**config.mk**
```make
export PLATFORM = sky130hd
export DESIGN_NAME = dds_sweep
export DESIGN_NICKNAME = d
export VERILOG_FILES = /design/src/rtl/dds_pkg.sv /design/src/rtl/dds_dwell_timer.sv /design/src/rtl/dds_sweep.sv
export SDC_FILE = /design/constraint.sdc
export NUM_CORES = 1
export LEC_CHECK = 0
export CAP_MARGIN = 30
export CORE_MARGIN = 2
export CORE_UTILIZATION = 50
export CTS_BUF_LIST = sky130_fd_sc_hd__clkbuf_4 sky130_fd_sc_hd__clkbuf_8 sky130_fd_sc_hd__clkbuf_16
export DETAILED_ROUTE_END_ITERATION = 8
export PLACE_DENSITY_LB_ADDON = 0.12
export SKIP_CTS_REPAIR_TIMING = 1
export SLEW_MARGIN = 10
export SYNTH_ARGS = -nofsm -noshare
export SYNTH_HDL_FRONTEND = slang
export SYNTH_SLANG_ARGS = --single-unit
export TNS_END_PERCENT = 20
```
**constraint.sdc**
```tcl
create_clock -name clk -period 6.6 [get_ports clk]
set_input_delay 1.98 -clock clk [delete_from_list [all_inputs] [get_ports clk]]
set_output_delay 1.98 -clock clk [all_outputs]
set_load 0.01 [all_outputs]
```
**src/rtl/dds_pkg.sv**
```systemverilog
// dds_pkg: shared definitions for the DDS frequency-sweep controller.
//   W_DEFAULT  default frequency word width (matches DDS freq port)
//   MODE_*     sweep mode encodings (3 is reserved and behaves as single)
//   state_t    sweep FSM states
package dds_pkg;

   localparam int W_DEFAULT = 16;

   localparam logic [1:0] MODE_SINGLE = 2'd0;
   localparam logic [1:0] MODE_SAW    = 2'd1;
   localparam logic [1:0] MODE_TRI    = 2'd2;

   typedef enum logic [1:0] {
      IDLE = 2'd0,
      RUN  = 2'd1,
      LAST = 2'd2
   } state_t;

endpackage

```
**src/rtl/dds_dwell_timer.sv**
```systemverilog
// dds_dwell_timer: dwell counter for one frequency level.
//   clk, rst  clock and synchronous active-high reset
//   clr       clears the count to zero (level change or idle)
//   dwell     cycles per level; 0 behaves as 1
//   expire    high on the last cycle of the level (count = D-1)
module dds_dwell_timer #(
   parameter int DW = 16
) (
   input  logic          clk,
   input  logic          rst,
   input  logic          clr,
   input  logic [DW-1:0] dwell,
   output logic          expire
);

   logic [DW-1:0] cnt;

   // dwell of 0 or 1 means every cycle is the last one of its level
   assign expire = (dwell <= DW'(1)) || (cnt == dwell - DW'(1));

   always_ff @(posedge clk) begin
      if (rst)
         cnt <= '0;
      else if (clr)
         cnt <= '0;
      else
         cnt <= cnt + DW'(1);
   end

endmodule

```
**src/rtl/dds_sweep.sv**
```systemverilog
// dds_sweep: staircase frequency sweep feeding the DDS freq input.
//   clk, rst                      clock, synchronous active-high reset
//   start, abort                  host control pulses
//   mode                          0 single, 1 sawtooth, 2 triangle, 3 = single
//   f_start, f_stop, f_step       sweep endpoints and step magnitude
//   dwell                         cycles per level (0 behaves as 1)
//   freq, freq_upd                frequency word and its load strobe
//   busy, done, err               sweep status
//
// state | meaning
// IDLE  | waiting for start; freq holds last value
// RUN   | stepping toward the current leg's target
// LAST  | holding a clamped endpoint for one dwell
module dds_sweep #(
   parameter int W  = dds_pkg::W_DEFAULT,
   parameter int DW = 16
) (
   input  logic          clk,
   input  logic          rst,
   input  logic          start,
   input  logic          abort,
   input  logic [1:0]    mode,
   input  logic [W-1:0]  f_start,
   input  logic [W-1:0]  f_stop,
   input  logic [W-1:0]  f_step,
   input  logic [DW-1:0] dwell,
   output logic [W-1:0]  freq,
   output logic          freq_upd,
   output logic          busy,
   output logic          done,
   output logic          err
);

   import dds_pkg::*;

   state_t        state;
   logic [1:0]    mode_q;
   logic [W-1:0]  fs_q, fe_q, st_q;
   logic [DW-1:0] dw_q;
   logic          dir_up;
   logic          ret;      // on the return leg of a triangle (target is f_start)
   logic          expire;
   logic          tmr_clr;
   logic [W-1:0]  tgt, tgt_rev;
   logic [W:0]    nxt_run, nxt_rev;

   // One step toward target in W+1 bits; bit W of the result flags a clamp.
   function automatic logic [W:0] step_clamp(input logic [W-1:0] cur,
                                             input logic [W-1:0] stp,
                                             input logic [W-1:0] target,
                                             input logic         up);
      logic [W:0] sum;
      logic [W:0] res;
      if (up) begin
         sum = {1'b0, cur} + {1'b0, stp};
         if (sum >= {1'b0, target})
            res = {1'b1, target};
         else
            res = {1'b0, sum[W-1:0]};
      end else begin
         sum = {1'b0, cur} - {1'b0, stp};
         // a borrow in bit W means the step went below zero
         if (sum[W] || (sum[W-1:0] <= target))
            res = {1'b1, target};
         else
            res = {1'b0, sum[W-1:0]};
      end
      return res;
   endfunction

   assign tgt     = ret ? fs_q : fe_q;
   assign tgt_rev = ret ? fe_q : fs_q;
   assign nxt_run = step_clamp(freq, st_q, tgt, dir_up);
   assign nxt_rev = step_clamp(freq, st_q, tgt_rev, !dir_up);
   assign tmr_clr = (state == IDLE) || expire || abort;

   dds_dwell_timer #(.DW(DW)) u_timer (
      .clk    (clk),
      .rst    (rst),
      .clr    (tmr_clr),
      .dwell  (dw_q),
      .expire (expire)
   );

   always_ff @(posedge clk) begin
      if (rst) begin
         state    <= IDLE;
         freq     <= '0;
         freq_upd <= 1'b0;
         busy     <= 1'b0;
         done     <= 1'b0;
         err      <= 1'b0;
         mode_q   <= MODE_SINGLE;
         fs_q     <= '0;
         fe_q     <= '0;
         st_q     <= '0;
         dw_q     <= '0;
         dir_up   <= 1'b0;
         ret      <= 1'b0;
      end else begin
         freq_upd <= 1'b0;
         done     <= 1'b0;
         err      <= 1'b0;
         if (abort) begin
            state <= IDLE;
            busy  <= 1'b0;
         end else begin
            case (state)
               IDLE: begin
                  if (start) begin
                     if (f_step == '0) begin
                        err <= 1'b1;
                     end else begin
                        mode_q   <= mode;
                        fs_q     <= f_start;
                        fe_q     <= f_stop;
                        st_q     <= f_step;
                        dw_q     <= dwell;
                        dir_up   <= (f_stop > f_start);
                        ret      <= 1'b0;
                        freq     <= f_start;
                        freq_upd <= 1'b1;
                        busy     <= 1'b1;
                        state    <= (f_start == f_stop) ? LAST : RUN;
                     end
                  end
               end
               RUN: begin
                  if (expire) begin
                     freq     <= nxt_run[W-1:0];
                     freq_upd <= 1'b1;
                     if (nxt_run[W])
                        state <= LAST;
                  end
               end
               LAST: begin
                  if (expire) begin
                     case (mode_q)
                        MODE_SAW: begin
                           freq     <= fs_q;
                           freq_upd <= 1'b1;
                           state    <= (fs_q == fe_q) ? LAST : RUN;
                        end
                        MODE_TRI: begin
                           dir_up   <= !dir_up;
                           ret      <= !ret;
                           freq     <= nxt_rev[W-1:0];
                           freq_upd <= 1'b1;
                           state    <= nxt_rev[W] ? LAST : RUN;
                        end
                        default: begin
                           state <= IDLE;
                           busy  <= 1'b0;
                           done  <= 1'b1;
                        end
                     endcase
                  end
               end
               default: state <= IDLE;
            endcase
         end
      end
   end

endmodule

```
Placement density heat map:
Scale: 3 px per um. The die is cut into 14 by 14 equal tiles; dark blue is low, red is high, 0 to 100% covered.
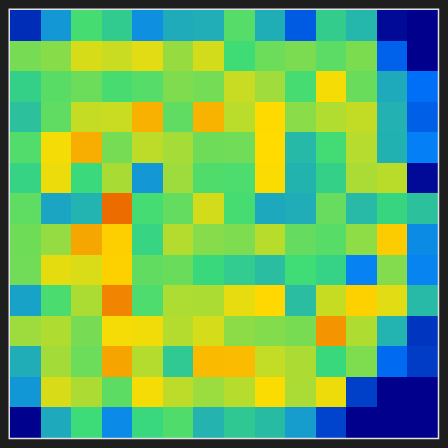
4.1% of the tiles are nearly empty. The fullest tile reaches 88%. 8.7% of the tiles are over 75% full.
core area: 18800 um2
fp_density: 0.511
Core Util, Final: 0.580

I/O nets highlighted:
Scale: 3 px per um.
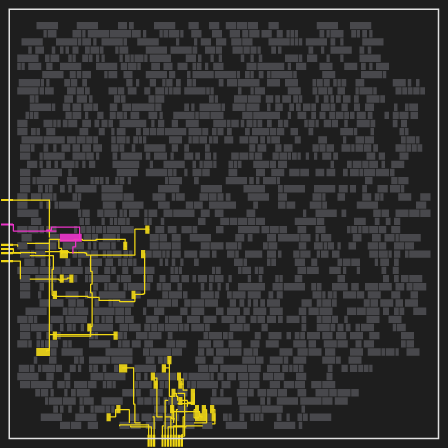
Yellow stands for f_start, bits 16, direction input, edge 11 bottom, 5 left, end cells 35, buffers 16, wire 584 um. Magenta stands for busy, bits 1, direction output, edge left, end cells 1, buffers 1, wire 40.8 um.

Metal 1:
Scale: 4 px per um. Supply wires on this layer in grey.
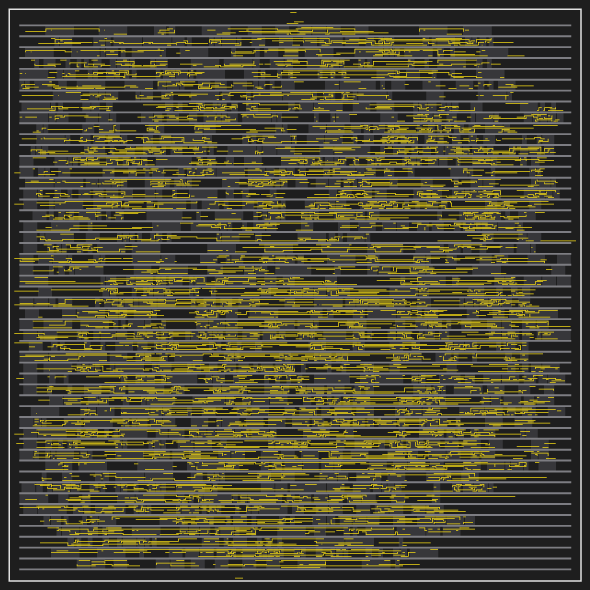
The longest straight run is 70.8 um. The layer holds 44% of the routed length. The layer carries 13800 um of wire. The wires run mostly horizontal.
Total Wirelength: 31.3 mm
GRT met1 Usage: 0.412
DR vias: 9501

==> results.cfg <==
; implementation run metrics
[worst_setup_path]
worstSetupPathType = reg -> reg
startpoint_type = flip-flop
cp.arrival_ns = 5.92
worstPathRequired_ns = 6.86

[final_timing]
drv_slew = 0
fmax_mhz = 177
fin_skew_ns = 0.0114
slew_headroom = 0.349
rsz0062_at_grt = false
setup_tns_ns = 0

[synth]
postSynthCellCount = 1256
async_flop_share = 0
synth_area_leader_cell = dfxtp_1
synth-seq-cells = 106
edf_count = 0
yosysTopAreaCellShare = 0.221
ys.flop_type = dfxtp_1

[placed_design]
pre_cts_slack_ns = 1.07
port-buffer-count = 89

[layout]
diodes = 0
fillers = 1798
drive_above_1_share = 0.0423

[clocking]
cts_buffers = 9
clkLatencyLatePin_ns = 0.37
clk_path_buf_depth = 2
clock_sinks = 106

[global_routing]
grt_pass1_wl_mm = 48.1
grt-ovfl-total = 0

[die]
rows = 50
io_pins = 90
chipArea_um2 = 20300

[routing]
firstDrtPassIters = 5
first_iter_violations = 779

[pwr]
vdd_drop_max_v = 0.000140
p_leak_nw = 4.23

[status]
outcome = complete, no violations
Sizing map:
Scale: 3 px per um.
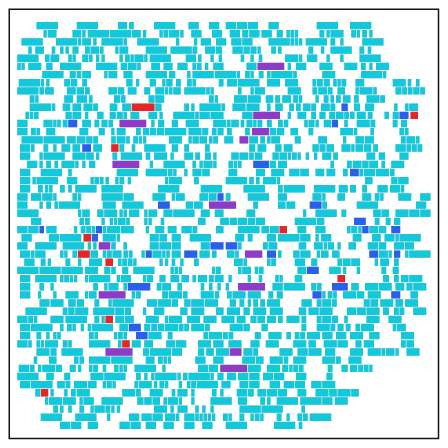
Blue stands for x2, cells 30, share 2.3%. Red stands for x3 and x4, cells 11, share 0.85%. Cyan stands for x1 and smaller, cells 1246, share 96%. Purple stands for x6 and larger, cells 14, share 1.1%.
Worst Setup Slack, final: 0.938 ns
Layout area overhead: 13.3%
fin area: 10900 um2
non-clock buffer count: 96

Cell placement:
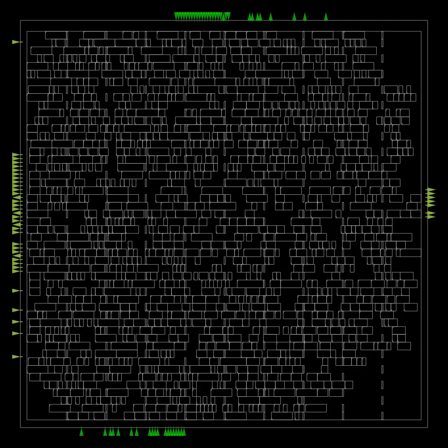
Tap Cells: 234
Non-Filler Instances: 1535
Seq area share: 0.195
Flop Count: 106

## flip-flops by register name (all words and copies together), names as in the netlist
name	count
dw_q	16
fe_q	16
freq	16
fs_q	16
st_q	16
u_timer.cnt	16
mode_q	2
state	2
busy	1
dir_up	1
done	1
err	1
freq_upd	1
ret	1
## layout by cell type (no fill, tap or decap), types with 22 or more instances in the layout
cell               n
nand2_1          186
nand4_1           24
a21oi_1          129
nand2b_1          22
clkdlybuf4s50_1   88
nand3_1           25
a21o_1            26
xnor2_1           32
nor2_1            77
ha_1             122
o21ai_0           43
inv_1             69
xor2_1            38
mux2i_1           35
dfxtp_1          105
## power breakdown
group / total [mW] / switching [mW] / internal, mW
logic: 1.43 / 0.887 / 0.545
registers: 0.736 / 0.0593 / 0.677
clock network: 0.568 / 0.296 / 0.272
## logic make-up after synthesis
group | after synthesis | share of synthesized area
muxes | 40 | 0.0424
AOI/OAI and AO/OA | 347 | 0.242
and+or+nand+nor | 432 | 0.212
adders and majority gates | 124 | 0.163
xor gates and xnor gates | 70 | 0.0639
buffers and inverters | 137 | 0.0554
DFF | 106 | 0.221
## routing by layer
layer | GRT usage | vias to the layer above | routed length, um
met5 | 0 | - | 0
met2 | 0.482 | 363 | 14000
li1 | - | 4641 | -
met1 | 0.412 | 4409 | 13800
met3 | 0.0592 | 88 | 2190
met4 | 0.127 | 0 | 1310
## per-stage QoR
step | std cells | cell area, um2
finish | 1535 | 10900
floorplan | 1256 | 9600
CTS | 1535 | 10900
global placement | 1519 | 10600
detailed placement | 1519 | 10600
global route | 1535 | 10900
## final cells by class
cell class	instances	area [um2]	area share
Sequential cell	106	2120	0.195
Inverter	70	263	0.0241
Multi-Input combinational cell	1013	6960	0.640
Tap cell	234	293	0.0269
Clock buffer	9	225	0.0207
Clock inverter	7	78.8	0.00724
Timing Repair Buffer	96	938	0.0862
## critical path: stages, from the launching register on
cell and delay, ns:
dfxtp_1 0.35, inv_1 0.05, ha_1 0.45, inv_1 0.11
a21o_1 0.21, nor4_1 0.49, nor2_1 0.23, a2111o_1 0.47
and3_1 0.21, or2_2 0.33, ha_1 0.32, a21o_1 0.18
a21o_1 0.16, a2111oi_0 0.49, and3_1 0.72, nand2_1 0.11
nand2_1 0.10, o221ai_1 0.16, a311oi_1 0.40
## final timing paths
kind / from / to / cells after the start
hold / removal: st_q[2]$_SDFFE_PP0P_ / st_q[2]$_SDFFE_PP0P_ / 2
setup / recovery: st_q[6]$_SDFFE_PP0P_ / freq[2]$_SDFFE_PP0P_ / 18
hold reg to reg: st_q[2]$_SDFFE_PP0P_ / st_q[2]$_SDFFE_PP0P_ / 2
setup reg to reg: st_q[6]$_SDFFE_PP0P_ / freq[2]$_SDFFE_PP0P_ / 18
Power is estimated from default activity; no workload was simulated.
